`config.mk`:
```
export PLATFORM = sky130hd
export DESIGN_NAME = pipe_hazard_ctrl
export DESIGN_NICKNAME = d
export VERILOG_FILES = /design/src/rtl/pipe_hazard_ctrl.sv
export SDC_FILE = /design/constraint.sdc
export NUM_CORES = 1
export LEC_CHECK = 0
export CAP_MARGIN = 30
export CORE_MARGIN = 5
export CORE_UTILIZATION = 41
export CTS_BUF_LIST = sky130_fd_sc_hd__clkbuf_4
export DETAILED_ROUTE_END_ITERATION = 10
export PLACE_DENSITY_LB_ADDON = 0.3
export SETUP_SLACK_MARGIN = 0.2
export SYNTH_ARGS = -nofsm -noshare
export SYNTH_HDL_FRONTEND = slang
export SYNTH_SLANG_ARGS = --single-unit
```
`constraint.sdc`:
```
create_clock -name clk -period 7.85 [get_ports clk]
set_input_delay 1.57 -clock clk [delete_from_list [all_inputs] [get_ports clk]]
set_output_delay 1.57 -clock clk [all_outputs]
set_load 0.02 [all_outputs]
```
`src/rtl/pipe_hazard_ctrl.sv`:
```
// Hazard and forwarding controller for an in-order pipeline of configurable depth.
// Tracks in-flight destinations in a shadow pipeline and drives stall/flush/forward decisions.
module pipe_hazard_ctrl #(
   parameter int NSTAGE   = 5,
   parameter int REG_W    = 5,
   parameter int BR_STAGE = 3,
   parameter int LD_STAGE = 3,
   parameter int SELW     = $clog2(NSTAGE)
) (
   input  logic              clk,
   input  logic              rst_n,
   input  logic              ext_hold,
   input  logic              id_valid,
   input  logic [REG_W-1:0]  id_rs,
   input  logic [REG_W-1:0]  id_rt,
   input  logic              id_rs_rd,
   input  logic              id_rt_rd,
   input  logic [REG_W-1:0]  id_dst,
   input  logic              id_wen,
   input  logic              id_load,
   input  logic              ex_jump,
   input  logic              br_take,
   output logic              pc_stall,
   output logic [NSTAGE-2:0] stall,
   output logic [NSTAGE-2:0] flush,
   output logic [1:0]        pc_src,
   output logic [SELW-1:0]   fwd_rs_sel,
   output logic [SELW-1:0]   fwd_rt_sel,
   output logic [31:0]       stall_cnt,
   output logic [31:0]       flush_cnt
);

   logic [NSTAGE-1:2] vld_q, vld_d;
   logic [NSTAGE-1:2] wen_q, wen_d;
   logic [NSTAGE-1:2] ld_q, ld_d;
   logic [REG_W-1:0]  dst_q [2:NSTAGE-1];
   logic [REG_W-1:0]  dst_d [2:NSTAGE-1];
   logic [31:0]       stall_cnt_q, stall_cnt_d;
   logic [31:0]       flush_cnt_q, flush_cnt_d;

   logic [SELW-1:0]   rs_sel, rt_sel;
   logic              rs_lu, rt_lu, load_use;
   logic              stall_inc, flush_inc;

   // Scan oldest to youngest so the youngest matching producer wins.
   always_comb begin
      rs_sel = '0;
      rt_sel = '0;
      rs_lu  = 1'b0;
      rt_lu  = 1'b0;
      for (int k = NSTAGE-1; k >= 2; k--) begin
         if (id_rs_rd && id_rs != '0 && vld_q[k] && wen_q[k] && dst_q[k] == id_rs) begin
            rs_sel = SELW'(k);
            rs_lu  = ld_q[k] && (k <= LD_STAGE);
         end
         if (id_rt_rd && id_rt != '0 && vld_q[k] && wen_q[k] && dst_q[k] == id_rt) begin
            rt_sel = SELW'(k);
            rt_lu  = ld_q[k] && (k <= LD_STAGE);
         end
      end
      load_use = id_valid && (rs_lu || rt_lu);
   end

   assign fwd_rs_sel = rs_sel;
   assign fwd_rt_sel = rt_sel;

   always_comb begin
      pc_stall  = 1'b0;
      stall     = '0;
      flush     = '0;
      pc_src    = 2'b00;
      stall_inc = 1'b0;
      flush_inc = 1'b0;
      if (ext_hold) begin
         stall     = '1;
         pc_stall  = 1'b1;
         stall_inc = 1'b1;
      end else if (br_take) begin
         pc_src    = 2'b10;
         flush_inc = 1'b1;
         for (int k = 0; k < NSTAGE-1; k++) begin
            if (k < BR_STAGE) flush[k] = 1'b1;
         end
      end else if (ex_jump) begin
         pc_src    = 2'b01;
         flush[1:0] = 2'b11;
         flush_inc = 1'b1;
      end else if (load_use) begin
         pc_stall  = 1'b1;
         stall[0]  = 1'b1;
         flush[1]  = 1'b1;
         stall_inc = 1'b1;
      end
   end

   // A flushed pipeline register turns the shadow entry behind it into a bubble.
   always_comb begin
      vld_d = vld_q;
      wen_d = wen_q;
      ld_d  = ld_q;
      dst_d = dst_q;
      if (!ext_hold) begin
         vld_d[2] = id_valid & ~flush[1];
         wen_d[2] = id_wen;
         ld_d[2]  = id_load;
         dst_d[2] = id_dst;
         for (int k = 3; k < NSTAGE; k++) begin
            vld_d[k] = vld_q[k-1] & ~flush[k-1];
            wen_d[k] = wen_q[k-1];
            ld_d[k]  = ld_q[k-1];
            dst_d[k] = dst_q[k-1];
         end
      end
   end

   always_comb begin
      stall_cnt_d = stall_cnt_q;
      flush_cnt_d = flush_cnt_q;
      if (stall_inc && stall_cnt_q != '1) stall_cnt_d = stall_cnt_q + 32'd1;
      if (flush_inc && flush_cnt_q != '1) flush_cnt_d = flush_cnt_q + 32'd1;
   end

   always_ff @(posedge clk) begin
      if (!rst_n) begin
         vld_q       <= '0;
         stall_cnt_q <= '0;
         flush_cnt_q <= '0;
      end else begin
         vld_q       <= vld_d;
         stall_cnt_q <= stall_cnt_d;
         flush_cnt_q <= flush_cnt_d;
      end
   end

   always_ff @(posedge clk) begin
      wen_q <= wen_d;
      ld_q  <= ld_d;
      dst_q <= dst_d;
   end

   assign stall_cnt = stall_cnt_q;
   assign flush_cnt = flush_cnt_q;

endmodule

```
### Close-up of the layout

Window x 76 to 96, y 76 to 96 um. Cells in gray, sequential cells in the stronger gray; small squares are vias.
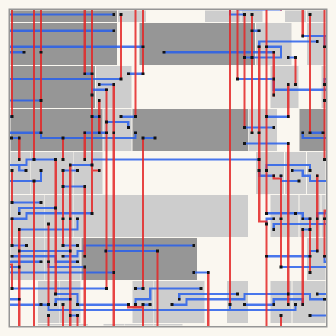
| color | layer |
|---|---|
| blue | metal 1 |
| red | metal 2 |
cells with their middle in the window: 32
netlist names of flops here include: flush_cnt (6)
sequential cells in the window: 6
most frequent: dfxtp_1 (6), nor2_1 (4)

### Cells by drive strength

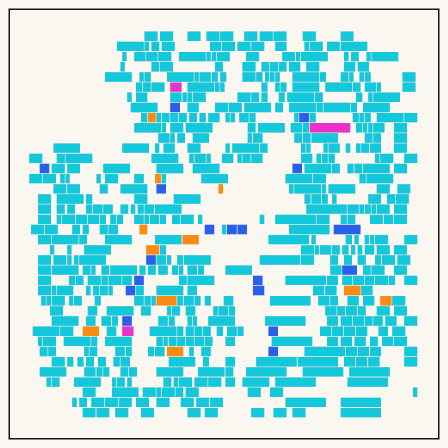
| color | size | cells |
|---|---|---|
| magenta | _6 and larger | 3 |
| cyan | _0 and _1 cells | 558 |
| blue | _3 and _4 cells | 18 |
| orange | _2 cells | 11 |
setup ws final: 1660 ps
Synth-to-Final Area Change: 27.7%
Design Area, Final: 5710 um2
Plain + repair buffers: 108

==> reports/summary.rpt <==
RUN STATUS
--------------------------------------------------------------------------------
Outcome ........................................................... finished clean

STA
--------------------------------------------------------------------------------
Pin slew with the least headroom to its limit .....................       805 ps
Min Tclk post-route ...............................................      6190 ps
Setup repair after global routing missed its margin ...............           no
Post-Route Setup TNS ..............................................         0 ps
Remaining max-slew budget at the tightest pin .....................        0.461
Count of final setup violators ....................................            0

LOGIC SYNTHESIS
--------------------------------------------------------------------------------
Max-area cell share ...............................................        0.300
Top cells by area in the synthesized netlist ...................... dfxtp_1 30%, edfxtp_1 13%, xor2_1 5.5%
Cell type with the largest total area .............................      dfxtp_1
Fraction of registers with async set or reset after synthesis .....            0
Yosys stat cell total .............................................          495
Most common reg cell ..............................................      dfxtp_1
Average cell area after synthesis .................................     9.04 um2
Number of distinct library cells after synthesis ..................           49

FINAL LAYOUT
--------------------------------------------------------------------------------
Most numerous logic cells after layout ............................ 104 x clkdlybuf4s50_1, 67 x dfxtp_1, 48 x nand2_1
Sequential Area ...................................................     1940 um2
Proportion of layout cells with a drive suffix above 1 ............       0.0542
Fill cell count ...................................................        1,010
Antenna Diode Count ...............................................            0

WORST SETUP PATH
--------------------------------------------------------------------------------
Ordered cell list for the critical path ........................... clkdlybuf4s50_1 -> or4_1 -> o21ai_1 -> or4_1 -> o22ai_2 -> a211oi_4 -> buf_4 -> inv_2 -> clkdlybuf4s50_1
Critical-path maximum fanout ......................................           48
Data arrival time at the worst-slack endpoint .....................      4620 ps
Worst setup startpoint ............................................     id_rs[1]
Startpoint of the worst register-to-register path ................. flush_cnt[7]$_SDFFE_PN0P_

GLOBAL ROUTING
--------------------------------------------------------------------------------
Number of antenna violations at the first check in global routing .            0
Pin count of the biggest net entering global routing ..............           50
Total global routing overflow .....................................            0

POWER
--------------------------------------------------------------------------------
Worst VDD drop ....................................................      69.9 uV

CLOCKING
--------------------------------------------------------------------------------
TritonCTS clock tree ..............................................          yes
Clock Tree Root ...................................................     clkbuf_4

DETAILED ROUTING
--------------------------------------------------------------------------------
DRC viols .........................................................            0
First-pass iteration count of the detailed router .................            4
Iteration-0 DRC count of the detailed router ......................          277
WL final ..........................................................      11.2 mm

PLACED DESIGN
--------------------------------------------------------------------------------
Last weighted congestion value of the routability-driven placer ...        0.906

FLOW RUN
--------------------------------------------------------------------------------
Max-Cap Viols .....................................................            0

HOLD PATH
--------------------------------------------------------------------------------
Worst hold path class ............................................. flop to flop

FLOORPLANNING
--------------------------------------------------------------------------------
Placement Rows ....................................................           38

### Placement density heat map

11 x 11 tiles, from white (low) to dark blue (high), 0 to 100% covered.
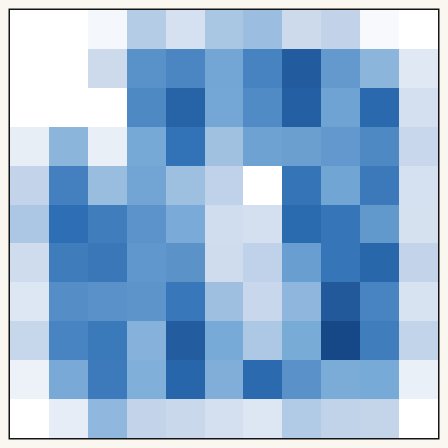
nearly empty tiles: 9.1%
mean over tiles: 42%
emptiest ninth of the die: north-west
fullest tile: 91%
tiles over 75% full: 9.1%
core utilization at floorplan: 0.416
final core area utilization: 0.532
floorplan core area: 10,700 um2

### Pin map

Bar = 20 um. Pins as bars across the die edge, other pins in gray.
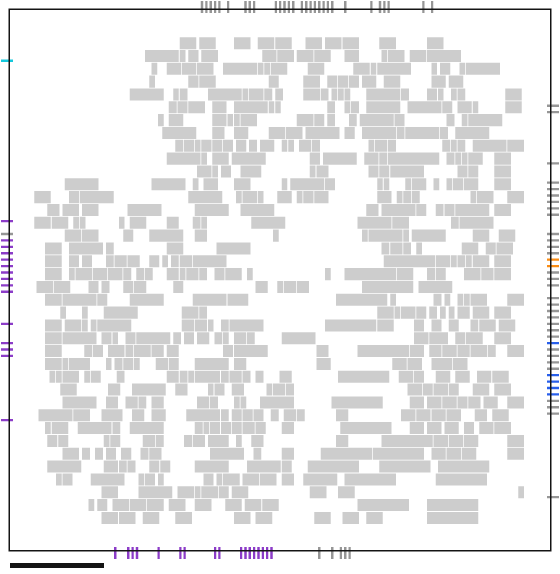
| color | port | pins | direction | edge |
|---|---|---|---|---|
| blue | id_rt | 5 | input | east |
| cyan | clk | 1 | input | west |
| purple | stall_cnt | 32 | output | 17 south, 15 west |
| orange | pc_src | 2 | output | east |
number of buffer cells added on primary ports: 104
die outline height: 114 um
die width: 114 um

==> kinds of logic after synthesis <==
group | count (synthesis) | share of synthesized area
AND-OR/OR-AND | 62 | 0.0875
buffers and inverters | 41 | 0.0456
AND/OR/NAND/NOR | 233 | 0.286
adder cells (fa/ha/maj) | 2 | 0.00559
XOR/XNOR | 51 | 0.0998
flip-flops | 87 | 0.434
other | 1 | 0.000838
multiplexers | 18 | 0.0403
==> cells in the mapped netlist, types with 3 or more instances <==
library cell and count:
buf_4 9, mux2i_1 18, clkbuf_1 15, a21oi_1 26, inv_1 10, xor2_1 28
nor4_2 3, and3_1 8, or4_1 20, nand3_1 20, edfxtp_1 20, nor4_1 8
dfxtp_1 67, nor3_1 14, nor3b_1 4, xnor2_1 23, nand4_1 30, o21ai_1 8
nor2_1 37, nand2b_1 15, o21ai_0 3, or3_1 13, nand2_1 48, o31ai_1 14
and4_1 3
==> per-stage QoR <==
| step | instance area, um2 | power [uW] | setup slack (ps) | cells |
|---|---|---|---|---|
| final | 5710 | 815 | 1660 | 730 |
| after global routing | 5710 | 852 | 1460 | 730 |
| after CTS | 5710 | 826 | 1660 | 730 |
| after detailed placement | 5570 | 566 | 1680 | 714 |
| after global placement | 5570 | 564 | 1760 | 714 |
| after floorplan | 4470 | 533 | 2910 | 495 |
==> metal layers <==
metal	vias up	GRT usage	part of all wire
met5	-	0	0
met4	0	0.0641	0.012
met3	15	0.0439	0.057
met2	93	0.292	0.49
met1	1908	0.213	0.44
li1	1973	-	-
==> how the worst min path moves through the flow <==
| stage | startpoint | endpoint | slack, ps | depth (start not counted) |
|---|---|---|---|---|
| 3_3_place_gp | wen_q[3]$_DFFE_PN_ | wen_q[4]$_DFFE_PN_ | 440 | 0 |
| 3_5_place_dp | wen_q[3]$_DFFE_PN_ | wen_q[4]$_DFFE_PN_ | 440 | 0 |
| 2_1_floorplan | wen_q[2]$_DFFE_PN_ | wen_q[3]$_DFFE_PN_ | 430 | 0 |
| 4_1_cts | wen_q[3]$_DFFE_PN_ | wen_q[4]$_DFFE_PN_ | 470 | 0 |
| 6_report | wen_q[3]$_DFFE_PN_ | wen_q[4]$_DFFE_PN_ | 470 | 0 |
| 5_1_grt | wen_q[3]$_DFFE_PN_ | wen_q[4]$_DFFE_PN_ | 490 | 0 |
==> where the power goes <==
| part | internal [uW] | leakage [uW] | switching, uW |
|---|---|---|---|
| Clock | 103 | 0.0000774 | 157 |
| Sequential | 469 | 0.000736 | 10.5 |
| Combinational | 35.3 | 0.00101 | 40.9 |
==> flip-flops by register name, summed over array words and instances, names as in the netlist <==
name       flops
stall_cnt     32
flush_cnt     32
wen_q          3
vld_q          3
dst_q         15
ld_q           2
==> layout make-up <==
type,instances,share of cell area
Multi-Input combinational cell,367,0.409
Sequential cell,87,0.340
Timing Repair Buffer,108,0.187
Tap cell,140,0.0307
Clock buffer,10,0.0131
Clock inverter,6,0.0120
Inverter,12,0.00788
==> worst max-delay path, delay by kind of cell <==
kind	cells	cell delay [ps]
buffers and inverters	4	1600
AND/OR/NAND/NOR	2	800
AND-OR/OR-AND	3	640
Power is estimated from default activity; no workload was simulated.
